### src/rtl/if_fetch_unit.sv
// Instruction fetch unit: keeps at most one memory read in flight, queues returned words
// in a small FIFO for decode, and flushes and refetches on a redirect.
module if_fetch_unit #(
    parameter logic [31:0] RESET_PC  = 32'h0000_0000,
    parameter int          BUF_DEPTH = 2
) (
    input  logic        CLK,
    input  logic        RESET,
    output logic        IMEM_REQ,
    output logic [31:0] IMEM_ADDR,
    input  logic        IMEM_READY,
    input  logic [31:0] IMEM_RDATA,
    input  logic        REDIRECT,
    input  logic [31:0] REDIRECT_PC,
    input  logic        STALL,
    output logic        INSTR_VALID,
    output logic [31:0] INSTR,
    output logic [31:0] PC_OUT
);

    localparam int                PTR_W      = $clog2(BUF_DEPTH);
    localparam int                CNT_W      = $clog2(BUF_DEPTH + 1);
    localparam logic [CNT_W-1:0]  DEPTH_C    = CNT_W'(BUF_DEPTH);
    localparam logic [CNT_W-1:0]  CNT_ONE    = CNT_W'(1);
    localparam logic [PTR_W-1:0]  PTR_ONE    = PTR_W'(1);
    localparam logic [31:0]       RESET_PC_C = {RESET_PC[31:2], 2'b00};

    typedef enum logic {
        ST_FETCH,
        ST_DISCARD
    } state_e;

    state_e           state_q, state_d;
    logic             req_q, req_d;
    logic [31:0]      addr_q, addr_d;
    logic [31:0]      fetch_pc_q, fetch_pc_d;
    logic [CNT_W-1:0] count_q, count_d;
    logic [PTR_W-1:0] rd_ptr_q, rd_ptr_d;
    logic [PTR_W-1:0] wr_ptr_q, wr_ptr_d;

    logic [31:0]      buf_pc_q    [BUF_DEPTH];
    logic [31:0]      buf_instr_q [BUF_DEPTH];

    logic             accept;
    logic             push;
    logic             pop;
    logic             buf_empty;
    logic [31:0]      redirect_target;
    logic             redirect_pc_unused;

    // A response only counts when our own request was up; READY alone means nothing.
    assign accept          = req_q & IMEM_READY;
    assign buf_empty       = (count_q == '0);
    assign push            = accept & (state_q == ST_FETCH) & ~REDIRECT;
    assign pop             = ~buf_empty & ~STALL & ~REDIRECT;
    assign redirect_target = {REDIRECT_PC[31:2], 2'b00};
    assign redirect_pc_unused = ^REDIRECT_PC[1:0];

    always_comb begin
        // NOTE: every variable gets a default first so no path through this block infers a latch.
        state_d    = state_q;
        req_d      = req_q;
        addr_d     = addr_q;
        fetch_pc_d = fetch_pc_q;
        count_d    = count_q;
        rd_ptr_d   = rd_ptr_q;
        wr_ptr_d   = wr_ptr_q;

        if (REDIRECT) begin
            count_d    = '0;
            rd_ptr_d   = '0;
            wr_ptr_d   = '0;
            fetch_pc_d = redirect_target;
            req_d      = 1'b1;
            if (req_q && !IMEM_READY) begin
                // Old request still on the bus: keep its address and swallow its reply later.
                state_d = ST_DISCARD;
            end else begin
                state_d = ST_FETCH;
                addr_d  = redirect_target;
            end
        end else begin
            if (state_q == ST_DISCARD && accept) begin
                state_d = ST_FETCH;
            end
            if (push) begin
                wr_ptr_d   = wr_ptr_q + PTR_ONE;
                fetch_pc_d = fetch_pc_q + 32'd4;
            end
            if (pop) begin
                rd_ptr_d = rd_ptr_q + PTR_ONE;
            end
            case ({push, pop})
                2'b10:   count_d = count_q + CNT_ONE;
                2'b01:   count_d = count_q - CNT_ONE;
                default: count_d = count_q;
            endcase
            // Hold an unanswered request; otherwise ask only if a slot is free after this edge.
            if (!(req_q && !IMEM_READY)) begin
                req_d  = (count_d < DEPTH_C);
                addr_d = fetch_pc_d;
            end
        end
    end

    always_ff @(posedge CLK or negedge RESET) begin
        if (!RESET) begin
            state_q    <= ST_FETCH;
            req_q      <= 1'b0;
            addr_q     <= RESET_PC_C;
            fetch_pc_q <= RESET_PC_C;
            count_q    <= '0;
            rd_ptr_q   <= '0;
            wr_ptr_q   <= '0;
        end else begin
            // NOTE: non-blocking assignments so every flop samples the pre-edge values.
            state_q    <= state_d;
            req_q      <= req_d;
            addr_q     <= addr_d;
            fetch_pc_q <= fetch_pc_d;
            count_q    <= count_d;
            rd_ptr_q   <= rd_ptr_d;
            wr_ptr_q   <= wr_ptr_d;
        end
    end

    // NOTE: buffer storage is deliberately not reset; the outputs are masked whenever it is empty.
    always_ff @(posedge CLK) begin
        if (push) begin
            buf_pc_q[wr_ptr_q]    <= addr_q;
            buf_instr_q[wr_ptr_q] <= IMEM_RDATA;
        end
    end

    assign IMEM_REQ    = req_q;
    assign IMEM_ADDR   = addr_q;
    assign INSTR_VALID = ~buf_empty;
    assign INSTR       = buf_empty ? 32'h0 : buf_instr_q[rd_ptr_q];
    assign PC_OUT      = buf_empty ? 32'h0 : buf_pc_q[rd_ptr_q];

    a_count_bound: assert property (@(posedge CLK) disable iff (!RESET)
        count_q <= DEPTH_C);

    a_req_hold: assert property (@(posedge CLK) disable iff (!RESET)
        (IMEM_REQ && !IMEM_READY) |=> (IMEM_REQ && $stable(IMEM_ADDR)));

    a_discard_req: assert property (@(posedge CLK) disable iff (!RESET)
        (state_q == ST_DISCARD) |-> IMEM_REQ);

endmodule

### config.mk
export PLATFORM = sky130hd
export DESIGN_NAME = if_fetch_unit
export DESIGN_NICKNAME = d
export VERILOG_FILES = /design/src/rtl/if_fetch_unit.sv
export SDC_FILE = /design/constraint.sdc
export NUM_CORES = 1
export LEC_CHECK = 0
export CAP_MARGIN = 20
export CORE_UTILIZATION = 46
export DETAILED_ROUTE_END_ITERATION = 8
export PLACE_DENSITY = 0.73
export SETUP_SLACK_MARGIN = 0.1
export SLEW_MARGIN = 20
export SYNTH_ARGS = -nofsm -noshare
export SYNTH_HDL_FRONTEND = slang
export SYNTH_SLANG_ARGS = --single-unit
### constraint.sdc
create_clock -name CLK -period 4.9 [get_ports CLK]
set_input_delay 1.47 -clock CLK [delete_from_list [all_inputs] [get_ports CLK]]
set_output_delay 1.47 -clock CLK [all_outputs]
set_load 0.02 [all_outputs]
Figure 1. Clock network drawn from the DEF.
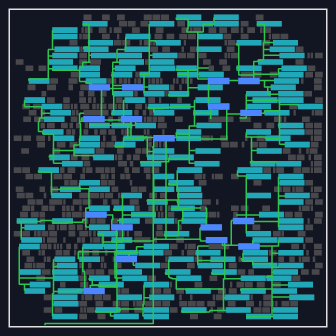
clock-net drivers -> blue  # count 17
clock wires -> green  # length 2060 um
flip-flops -> cyan  # count 198
routed clock nets = 18

Figure 2. Gate families picked out.
Bar = 50 um.
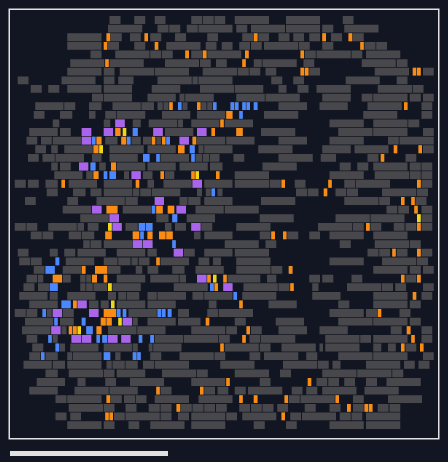
inv cells -> yellow  # cells 10
xor and xnor cells -> purple  # cells 30
nor cells -> orange  # cells 111, where spread over the die
nand cells -> blue  # cells 51
dominant logic cell type in the layout: clkdlybuf4s50_1
final std cells w/o fill: 994
fraction of area in multi-input gates: 22.6%

==> flow_summary.json <==
{
  "ctsHoldBuffers": 0,
  "clock_latency_ns": 0.42,
  "die_area_mm2": 0.0182,
  "viasPerCell": 5.17,
  "finalPower_w": 0.00382,
  "critPathLaunch": "rd_ptr_q",
  "ys_sh_xor_pct": 3.23,
  "reg2regPathDepth": 5,
  "syn-cell-area_mm2": 0.00815,
  "rsz0062_at_grt": "no",
  "hp-start": "IMEM_ADDR[0]",
  "cts.sinks": 198,
  "io_pins": 167,
  "ys_chip_area_mm2": 0.00815,
  "dp_hpwl_um": 11300,
  "gp_congestion": 0.825,
  "whs_path_depth": 0,
  "max_cap_violations": 0,
  "ys_cells": 594,
  "skew_ns": 0.0120,
  "synth-compound-area-share_pct": 3.76,
  "first_pass_iters": 5,
  "postCtsSetupBuffers": 0,
  "slew_headroom_pct": 39.0,
  "whs_ns": 0.506,
  "outcome": "complete, no violations",
  "r2r_start": "IMEM_REQ",
  "leakagePower_nw": 3.81,
  "setup_viol": 0,
  "fin_crit_sh_pct": 83.4,
  "ys.flops": 198,
  "openroad.warnings": 29,
  "syn_inst": 594
}
Figure 3. Routing congestion map.
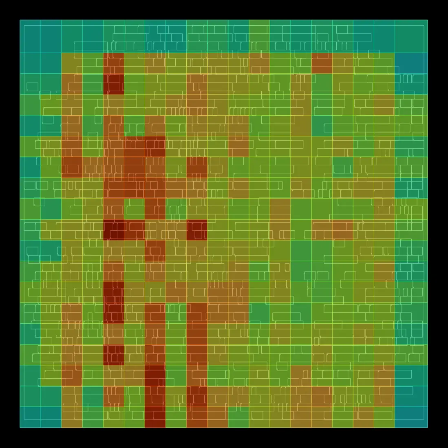
met3 GRT Util: 4.73%
met2 Track Usage GR: 32.7%
GR Util met1: 25.0%
Routed WL per cell: 17.1 um

## final cells by class
type	instances	area, um^2
Fill cell	1339	6610
Sequential cell	198	5600
Multi-Input combinational cell	354	2410
Timing Repair Buffer	175	1730
Clock buffer	23	510
Tap cell	225	282
Clock inverter	9	113
Inverter	10	37.5
## power by group
part,switching (W),leakage (nW),internal [W]
Clock,0.000588,0.301,0.000844
Sequential,0.0000818,2.01,0.00190
Combinational,0.000207,1.50,0.000204
## worst max-delay path, stage by stage (launching register included)
cell and delay, ns:
dfrtp_4 0.88, buf_4 0.42, mux2i_1 0.12, nor2_1 0.12
clkdlybuf4s50_1 0.62
## metal layers
| metal | part of all wire (%) | wire [um] |
|---|---|---|
| met5 | 0 | 0 |
| met4 | 1.2 | 204 |
| met3 | 5.7 | 978 |
| met1 | 44 | 7460 |
| met2 | 49 | 8370 |
Power is estimated from default activity; no workload was simulated.
